### src/rtl/pdp_trace_arbiter.sv
// pdp_trace_arbiter: round-robin merge of read/write/fetch trace events into
// an 18-bit {type, address} record stream through a show-ahead FIFO.
module pdp_trace_arbiter #(
    parameter int DEPTH = 4
) (
    input  logic                       clk,
    input  logic                       reset,
    input  logic [2:0]                 req,
    input  logic [15:0]                addr0,
    input  logic [15:0]                addr1,
    input  logic [15:0]                addr2,
    output logic [2:0]                 gnt,
    output logic                       trace_valid,
    output logic [17:0]                trace_data,
    input  logic                       trace_ready,
    output logic [$clog2(DEPTH):0]     count,
    output logic [31:0]                rec_total
);
    localparam int AW = $clog2(DEPTH);
    logic [17:0]   mem [DEPTH];
    logic [AW-1:0] wr_ptr, rd_ptr;
    logic [1:0]    last, c0, c1, c2, win;
    logic [15:0]   addr;
    logic          push, pop;
    always_comb begin
        c0 = (last == 2'd2) ? 2'd0 : last + 2'd1;
        c1 = (c0 == 2'd2) ? 2'd0 : c0 + 2'd1;
        c2 = (c1 == 2'd2) ? 2'd0 : c1 + 2'd1;
        win = req[c0] ? c0 : req[c1] ? c1 : c2;
        addr = (win == 2'd0) ? addr0 : (win == 2'd1) ? addr1 : addr2;
        // no full-bypass: a simultaneous pop does not open a slot this cycle
        push = !reset && (req != 3'b000) && (count < (AW + 1)'(DEPTH));
        gnt = push ? (3'b001 << win) : 3'b000;
        trace_valid = (count != '0);
        pop = trace_valid && trace_ready;
        trace_data = mem[rd_ptr];
    end
    always_ff @(posedge clk or posedge reset) begin
        if (reset) begin
            for (int i = 0; i < DEPTH; i++) mem[i] <= '0;
            wr_ptr <= '0;
            rd_ptr <= '0;
            last <= 2'd2;
            count <= '0;
            rec_total <= '0;
        end else begin
            if (push) begin
                mem[wr_ptr] <= {win, addr};
                wr_ptr <= wr_ptr + 1'b1;
                last <= win;
            end
            if (pop) begin
                rd_ptr <= rd_ptr + 1'b1;
                rec_total <= rec_total + 32'd1;
            end
            count <= count + (AW + 1)'(push) - (AW + 1)'(pop);
        end
    end
endmodule

### config.mk
export PLATFORM = sky130hd
export DESIGN_NAME = pdp_trace_arbiter
export DESIGN_NICKNAME = d
export VERILOG_FILES = /design/src/rtl/pdp_trace_arbiter.sv
export SDC_FILE = /design/constraint.sdc
export NUM_CORES = 1
export LEC_CHECK = 0
export CAP_MARGIN = 20
export CORE_ASPECT_RATIO = 1.25
export CORE_MARGIN = 2
export CORE_UTILIZATION = 56
export DETAILED_ROUTE_END_ITERATION = 16
export PLACE_DENSITY = 0.94
export SYNTH_ARGS = -nofsm -noshare
export SYNTH_HDL_FRONTEND = slang
export SYNTH_SLANG_ARGS = --single-unit
### constraint.sdc
create_clock -name clk -period 10.5 [get_ports clk]
set_input_delay 2.1 -clock clk [delete_from_list [all_inputs] [get_ports clk]]
set_output_delay 2.1 -clock clk [all_outputs]
set_load 0.02 [all_outputs]
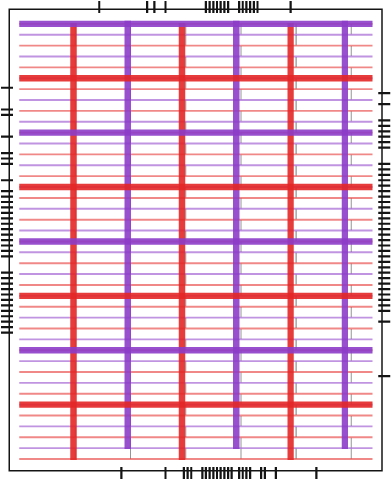
run_1/power_grid.png
Drawn at 4 px/micron. Pins as bars on the die edge. Tap cells in gray.
legend:
  red:
    net: VSS
  purple:
    net: VDD
met5 straps: 8
tap cells: 126
rows: 40
met4 straps: 6
signal pins: 111

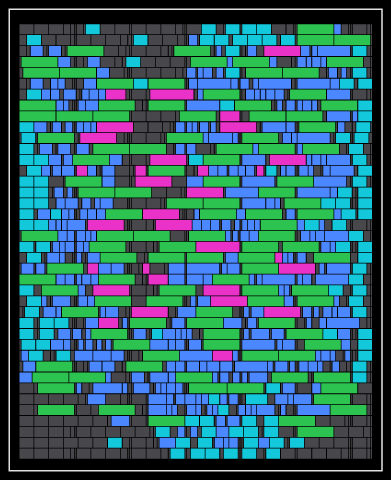
run_1/placement_by_type.png
Drawn at 4 px/micron. Fill, decap, tap and diode cells in gray.
legend:
  cyan:
    class: other buffers and delay cells
    cells: 116
    share_of_their_area: 16%
  green:
    class: flops
    cells: 113
    share_of_their_area: 40%
  magenta:
    class: clock drivers and dummy loads
    cells: 31
    share_of_their_area: 8.4%
  blue:
    class: combinational and other logic
    cells: 345
    share_of_their_area: 36%

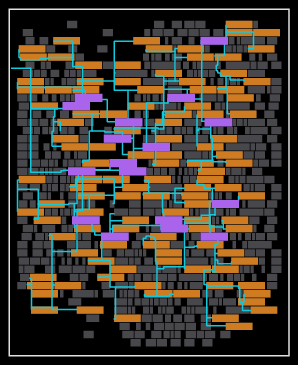
run_1/clk_routes.png
Drawn at 3 px/micron.
legend:
  purple:
    item: clock drivers
    count: 17
  orange:
    item: flip-flops
    count: 113
  cyan:
    item: clock wires
    length: 1310 microns
flops lie: all over the die

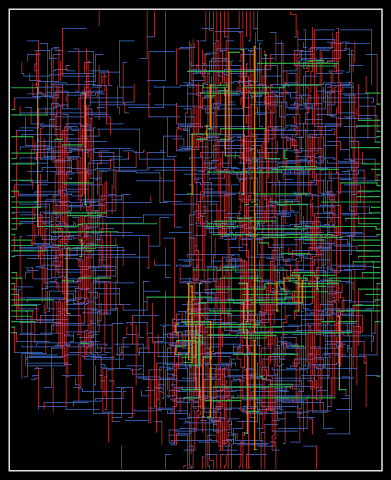
run_1/wires.png
Drawn at 4 px/micron.
legend:
  red:
    layer: metal 2
    wire_length: 7750 microns
  blue:
    layer: metal 1
    wire_length: 5500 microns
  orange:
    layer: metal 4
    wire_length: 520 microns
  green:
    layer: metal 3
    wire_length: 1220 microns

==> reports/qor.rpt, run 1 <==
RUN STATUS
----------------------------------------------------------------------------------------
Run status                                                                  finished clean

SYNTHESIS
----------------------------------------------------------------------------------------
Ys flops                                                                             113
Share of synthesized area occupied by flip-flops and latches                      51.27%
Async set-reset flop share out of synthesis                                       100.0%
Mapped Area                                                                   5518 sq um
Synth Area in Adders                                                              1.950%
Synth Net Count                                                                      548
Chip area in the Yosys report                                                 5518 sq um
Yosys Warn Count                                                                       0

MIN PATH
----------------------------------------------------------------------------------------
Min-Delay Endpoint                                                          rec_total[31]

SETUP PATH
----------------------------------------------------------------------------------------
Register-to-register setup slack                                                 7.83 ns
Critical Path Source                                                              req[1]
Chain of cells forming the critical path                                    clkdlybuf4s50_1 > nor2b_1 > a211o_1 > and2_1 > nor2b_1 > clkdlybuf4s50_1
R2r endpoint                                                                    count[2]
Critical path's top delay family                                            buffers and inverters
Number of cell instances on the worst register-to-register path                        9

DETAILED ROUTING
----------------------------------------------------------------------------------------
Metal1 wirelength                                                           5497 microns
Post-route ant nets                                                                    0
Uppermost signal routing layer after detailed routing                               met4
Via count of the routed design                                                      4697
Number of search-and-repair iterations in the first detailed-routing pass              7

FLOORPLAN
----------------------------------------------------------------------------------------
Core outline area                                                             9609 sq um
Floorplan row count                                                                   40
Vertical extent of the die                                                  115.0 microns
Die Wd                                                                      92.79 microns
Top-Level Pins                                                                       111

CLOCK NETWORK
----------------------------------------------------------------------------------------
CTS HTree Levels                                                                       4
# Post-CTS Setup Buffers                                                               0
Longest Clk Path Bufs                                                                  2
Clock buffer count from CTS                                                           17
Root Buffer                                                                 sky130_fd_sc_hd__clkbuf_16

POWER AND IR DROP
----------------------------------------------------------------------------------------
Total power density per cell area                                           307.2 nW/um^2
Relative contribution of sequential cells to total power                           33.4%
Power share of the combinational group                                             41.1%
Switching power                                                                0.8058 mW

FINAL LAYOUT
----------------------------------------------------------------------------------------
Max reg flops                                                                         72
Register area                                                                 2829 sq um
Non-filler instance count after layout                                               731
Design area                                                                   7263 sq um

GLOBAL ROUTING
----------------------------------------------------------------------------------------
Most utilized layer in the global route result                                      met2
Largest net degree at the start of global routing                                     68
GRT Overall Usage                                                                 29.19%

FINAL TIMING
----------------------------------------------------------------------------------------
Worst Tran Pin Value                                                            1.163 ns
Final Hold Violation Tally                                                             0
Worst hold slack                                                               0.4794 ns
Clock period minus worst slack                                                  7.187 ns
Worst slew slack as a fraction of its limit                                       22.50%

PLACED DESIGN
----------------------------------------------------------------------------------------
Setup slack after placement                                                     3.424 ns

[run 1: final cells by class]
| class | instances | area share [%] |
|---|---|---|
| inverters | 11 | 0.6029 |
| clock buffers | 22 | 6.804 |
| multi-input cells | 334 | 34.14 |
| well taps | 126 | 2.171 |
| repair buffers | 116 | 15.88 |
| clock inverters | 9 | 1.447 |
| flip-flops and latches | 113 | 38.95 |
[run 1: cell usage after synthesis (3+ instances only)]
cell type	n	area [sq um]
sky130_fd_sc_hd__o41ai_1	12	105.1
sky130_fd_sc_hd__mux2_2	6	67.56
sky130_fd_sc_hd__a211oi_2	3	37.54
sky130_fd_sc_hd__o21ai_0	18	90.09
sky130_fd_sc_hd__nor3_1	5	25.02
sky130_fd_sc_hd__xnor2_1	33	289.0
sky130_fd_sc_hd__nand2_1	31	116.4
sky130_fd_sc_hd__mux4_2	18	405.4
sky130_fd_sc_hd__nand3_1	22	110.1
sky130_fd_sc_hd__inv_1	11	41.29
sky130_fd_sc_hd__buf_4	4	30.03
sky130_fd_sc_hd__dfrtp_1	112	2803
sky130_fd_sc_hd__nor2_1	63	236.5
sky130_fd_sc_hd__buf_6	4	45.04
sky130_fd_sc_hd__and3b_4	3	37.54
sky130_fd_sc_hd__and3_1	7	43.79
sky130_fd_sc_hd__buf_2	17	85.08
sky130_fd_sc_hd__clkbuf_1	3	11.26
sky130_fd_sc_hd__a32oi_2	10	162.7
sky130_fd_sc_hd__and2_1	3	18.77
sky130_fd_sc_hd__nand4_1	12	75.07
sky130_fd_sc_hd__a31oi_1	52	325.3
sky130_fd_sc_hd__xor2_1	3	26.28
sky130_fd_sc_hd__ha_1	7	87.58
sky130_fd_sc_hd__a32oi_1	3	26.28
sky130_fd_sc_hd__nor4_1	6	37.54
==> inputs of run 2 (changes only) <==
--- a/config.mk
+++ b/config.mk
@@ -8,9 +8,9 @@
 export CAP_MARGIN = 20
 export CORE_ASPECT_RATIO = 1.25
 export CORE_MARGIN = 2
-export CORE_UTILIZATION = 56
+export CORE_UTILIZATION = 52
 export DETAILED_ROUTE_END_ITERATION = 16
-export PLACE_DENSITY = 0.94
+export PLACE_DENSITY = 0.89
 export SYNTH_ARGS = -nofsm -noshare
 export SYNTH_HDL_FRONTEND = slang
 export SYNTH_SLANG_ARGS = --single-unit
==> constraint.sdc (replaced) <==
create_clock -name clk -period 7.1 [get_ports clk]
set_input_delay 1.42 -clock clk [delete_from_list [all_inputs] [get_ports clk]]
set_output_delay 1.42 -clock clk [all_outputs]
set_load 0.02 [all_outputs]
==> reports/qor.rpt, run 2 <==
FINAL LAYOUT
----------------------------------------------------------------------------------------
Mi-comb count                                                                        334
Max reg flops                                                                         72
Top cell class by occupied area                                                registers
Non-filler instance count after layout                                               739
Number of non-clock buffers                                                          118
Final-layout clock buffer total                                                       20

FLOORPLAN
----------------------------------------------------------------------------------------
Well-tap cell count                                                                  132
Core outline area                                                            10460 sq um

CLOCK NETWORK
----------------------------------------------------------------------------------------
CTS HTree Levels                                                                       4
Clock buffer count from CTS                                                           17

RUN STATUS
----------------------------------------------------------------------------------------
Run status                                                                  finished clean

SYNTHESIS
----------------------------------------------------------------------------------------
Main area contributors                                                      sky130_fd_sc_hd__dfrtp_1 (51%), sky130_fd_sc_hd__mux4_2 (7.3%), sky130_fd_sc_hd__a31oi_1 (5.9%)
Chip area in the Yosys report                                                 5518 sq um
Ys flops                                                                             113
Post-synth top cells                                                        sky130_fd_sc_hd__dfrtp_1 (112), sky130_fd_sc_hd__nor2_1 (63), sky130_fd_sc_hd__a31oi_1 (52)
Mapped Area                                                                   5518 sq um

DETAILED ROUTING
----------------------------------------------------------------------------------------
Via count of the routed design                                                      4662
Number of search-and-repair iterations in the first detailed-routing pass              5

FINAL TIMING
----------------------------------------------------------------------------------------
Worst slew slack as a fraction of its limit                                       24.40%
Worst Tran Pin Value                                                            1.134 ns

GLOBAL ROUTING
----------------------------------------------------------------------------------------
GRT Overall Usage                                                                 27.05%
Most utilized layer in the global route result                                      met2

PLACED DESIGN
----------------------------------------------------------------------------------------
Setup slack after placement                                                     1.811 ns

POWER AND IR DROP
----------------------------------------------------------------------------------------
Total power density per cell area                                           464.2 nW/um^2

[run 2: cell types whose count changed in the layout (fill, tap and decap cells not counted)]
cell,previous run,this run
sky130_fd_sc_hd__buf_8,1,0
sky130_fd_sc_hd__clkinvlp_4,4,2
sky130_fd_sc_hd__buf_4,5,7
sky130_fd_sc_hd__clkbuf_8,5,2
sky130_fd_sc_hd__bufinv_16,2,5
sky130_fd_sc_hd__clkbuf_1,0,1
sky130_fd_sc_hd__clkinv_2,3,4
sky130_fd_sc_hd__buf_16,0,1
[run 2: cell families after synthesis]
group	share of synthesized area (%)
AND/OR/NAND/NOR	14.20
AND-OR/OR-AND	14.44
adder cells (fa/ha/maj)	1.950
buffers and inverters	3.855
flip-flops	51.27
XOR/XNOR	5.714
multiplexers	8.571
[run 2: power by group]
group | internal [mW] | switching (mW)
logic | 0.662 | 0.700
registers | 0.894 | 0.222
clock network | 0.636 | 0.293
total | 2.19 | 1.21
[run 2: worst max-delay path: stages]
cell                              delay [ns]
sky130_fd_sc_hd__clkdlybuf4s50_1        0.52
sky130_fd_sc_hd__nor2b_1                0.26
sky130_fd_sc_hd__a211o_1                0.15
sky130_fd_sc_hd__buf_4                  0.31
sky130_fd_sc_hd__and2_1                 0.34
sky130_fd_sc_hd__nor2b_1                0.25
sky130_fd_sc_hd__clkdlybuf4s50_1        0.65
[run 2: final timing paths]
path                                     from       endpoint  slack [ns]  cells after the start
worst min register to register  rec_total[31]  rec_total[31]        0.47                      1
worst max register to register       count[1]       count[2]        4.40                      9
worst max-delay path                   req[1]         gnt[1]        1.76                      7
worst min-delay path            rec_total[31]  rec_total[31]        0.47                      1
max in group asynchronous               reset        mem[40]        4.36                      3
min in group asynchronous               reset   rec_total[4]        1.50                      2
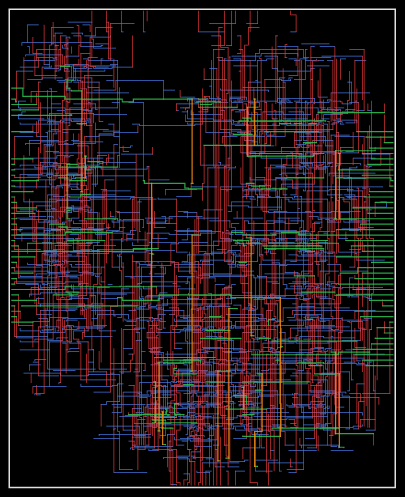
run_2/wires.png
Drawn at 4 px/micron.
legend:
  blue:
    layer: metal 1
    wire_length: 5740 microns
  orange:
    layer: metal 4
    wire_length: 406 microns
  green:
    layer: metal 3
    wire_length: 1370 microns
  red:
    layer: metal 2
    wire_length: 7830 microns

==> inputs of run 3 (changes only) <==
--- a/config.mk
+++ b/config.mk
@@ -8,9 +8,9 @@
 export CAP_MARGIN = 20
 export CORE_ASPECT_RATIO = 1.25
 export CORE_MARGIN = 2
-export CORE_UTILIZATION = 52
+export CORE_UTILIZATION = 47
 export DETAILED_ROUTE_END_ITERATION = 16
-export PLACE_DENSITY = 0.89
+export PLACE_DENSITY = 0.85
 export SYNTH_ARGS = -nofsm -noshare
 export SYNTH_HDL_FRONTEND = slang
 export SYNTH_SLANG_ARGS = --single-unit
==> constraint.sdc (replaced) <==
create_clock -name clk -period 4.9 [get_ports clk]
set_input_delay 0.98 -clock clk [delete_from_list [all_inputs] [get_ports clk]]
set_output_delay 0.98 -clock clk [all_outputs]
set_load 0.02 [all_outputs]
==> reports/qor.rpt, run 3 <==
FLOORPLAN
----------------------------------------------------------------------------------------
Floorplan row count                                                                   44
Vertical extent of the die                                                  125.1 microns
Core outline area                                                            11560 sq um

CLOCK NETWORK
----------------------------------------------------------------------------------------
Longest Clk Path Bufs                                                                  2
Root Buffer                                                                 sky130_fd_sc_hd__clkbuf_16
Clock buffer count from CTS                                                           17

FINAL LAYOUT
----------------------------------------------------------------------------------------
Design area                                                                   7305 sq um

SYNTHESIS
----------------------------------------------------------------------------------------
Main area contributors                                                      sky130_fd_sc_hd__dfrtp_1 (51%), sky130_fd_sc_hd__mux4_2 (7.3%), sky130_fd_sc_hd__a31oi_1 (5.9%)
Ys flops                                                                             113
Simple share                                                                      14.20%
Async set-reset flop share out of synthesis                                       100.0%
Post-synth top cells                                                        sky130_fd_sc_hd__dfrtp_1 (112), sky130_fd_sc_hd__nor2_1 (63), sky130_fd_sc_hd__a31oi_1 (52)
Biggest combinational cell group after synthesis                            AND-OR/OR-AND gates
Yosys Warn Count                                                                       0
Xor and xnor fraction of the mapped netlist area                                  5.714%
Synth Area in Adders                                                              1.950%
Share of synthesized area occupied by flip-flops and latches                      51.27%
Most repeated cell in the gate-level netlist after synthesis                sky130_fd_sc_hd__dfrtp_1

DETAILED ROUTING
----------------------------------------------------------------------------------------
Via count of the routed design                                                      4571
Post-route ant nets                                                                    0
Number of search-and-repair iterations in the first detailed-routing pass              5
Uppermost signal routing layer after detailed routing                               met4
Metal1 wirelength                                                           5727 microns

POWER AND IR DROP
----------------------------------------------------------------------------------------
Power share of the combinational group                                             41.1%
Switching portion of total power                                                  35.88%
Relative contribution of sequential cells to total power                           33.9%
Power Internal                                                                  3.035 mW
Switching power                                                                 1.699 mW
Total power density per cell area                                           648.1 nW/um^2

SETUP PATH
----------------------------------------------------------------------------------------
Critical path's top delay family                                            buffers and inverters
Number of stages on the worst setup path                                               5
Master of the slowest instance on the critical path                         sky130_fd_sc_hd__clkdlybuf4s50_1
Most numerous cell on the critical path                                     sky130_fd_sc_hd__clkdlybuf4s50_1
Register-to-register setup slack                                                 2.20 ns
Max incr delay on CP                                                             0.67 ns
Chain of cells forming the critical path                                    clkdlybuf4s50_1 > nor2_1 > nand2_1 > nor3_1 > clkdlybuf4s50_1

MIN PATH
----------------------------------------------------------------------------------------
Min-Delay Endpoint                                                               mem[36]
Startpoint of the worst hold path                                                mem[36]
Hold Path Depth                                                                        2

RUN STATUS
----------------------------------------------------------------------------------------
Run status                                                                  finished clean

GLOBAL ROUTING
----------------------------------------------------------------------------------------
GRT Overall Usage                                                                 23.85%
Largest net degree at the start of global routing                                     90

FINAL TIMING
----------------------------------------------------------------------------------------
Clock period minus worst slack                                                  4.226 ns
Final Hold Violation Tally                                                             0

==> run 3: cell counts after synthesis <==
Identical to the previous run, type by type.
==> run 3: worst max-delay path by stage <==
stage	endpoint	slack [ns]	startpoint
global placement	gnt[0]	0.83	reset
detailed placement	gnt[0]	0.77	reset
floorplan	count[0]	0.93	reset
CTS	gnt[0]	0.73	reset
finish	gnt[2]	0.67	reset
global route	gnt[0]	0.47	reset
==> run 3: cell families after synthesis <==
family,count (synthesis)
compound gates,104
xor+xnor,36
fa+ha+maj,8
buf+inv,39
flops,113
mux,24
simple gates,162
==> run 3: stage by stage <==
stage               total power [mW]  cells  setup WS (ns)
CTS                            4.749    746         0.7346
global placement               3.425    716         0.8266
global route                   5.004    747         0.4697
finish                         4.734    747         0.6742
floorplan                      2.820    486         0.9343
detailed placement             3.543    716         0.7692
==> run 3: routing by layer <==
layer  vias up  global-route usage, %
li1       2043                      -
met1      2252                  29.42
met2       230                  38.24
met3        46                  7.546
met4         0                  10.73
met5         -                      0
==> run 3: final cells by class <==
cell class	instances	area, sq um
Clock buffer	25	525.5
Fill cell	868	4257
Tap cell	138	172.7
Multi-Input combinational cell	334	2480
Clock inverter	5	50.05
Sequential cell	113	2829
Inverter	11	43.79
Timing Repair Buffer	121	1204
==> run 3: worst min-delay path: stages (launching register included) <==
cell                      delay, ns
sky130_fd_sc_hd__dfrtp_1       0.34
sky130_fd_sc_hd__nand2_1       0.05
sky130_fd_sc_hd__o41ai_1       0.05
==> run 3: power by group through the flow <==
stage / clock, mW / combinational (mW) / sequential [mW]
4_1_cts: 1.20 / 1.95 / 1.60
6_report: 1.18 / 1.95 / 1.61
5_1_grt: 1.25 / 2.11 / 1.65
3_5_place_dp: 0 / 1.93 / 1.61
2_1_floorplan: 0 / 1.31 / 1.51
3_3_place_gp: 0 / 1.86 / 1.57
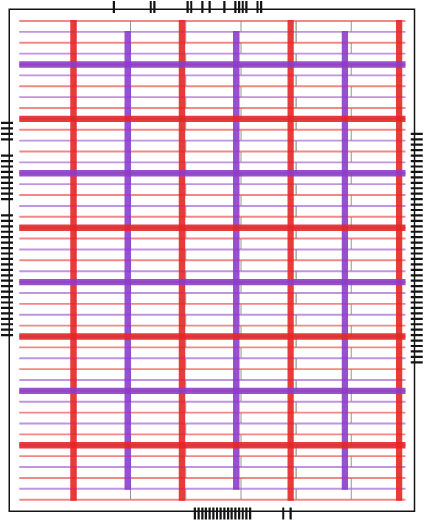
run_3/power_grid.png
Drawn at 4 px/micron. Pins as bars on the die edge. Tap cells in gray.
legend:
  red:
    net: VSS
  purple:
    net: VDD
tap cells: 138
met5 straps: 8


## Gallery

Routing congestion.
image #1
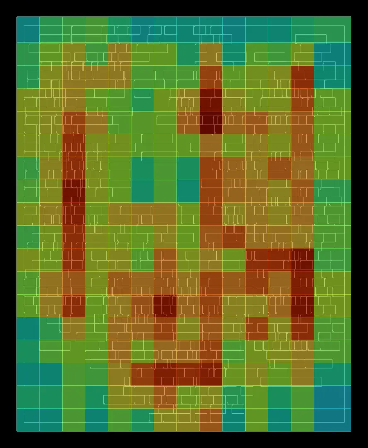
image #2
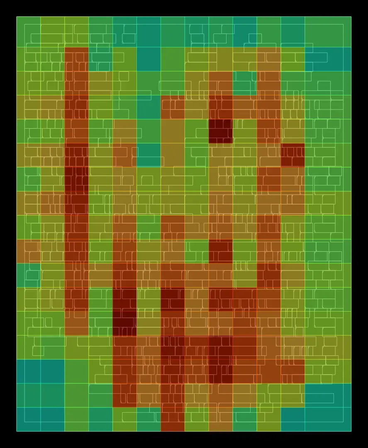
image #3
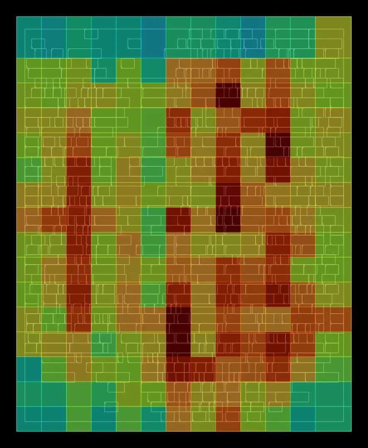
| picture | from |
|---|---|
| image #3 | run 1 |
| image #1 | run 3 |
| image #2 | run 2 |

Power is estimated from default activity; no workload was simulated.
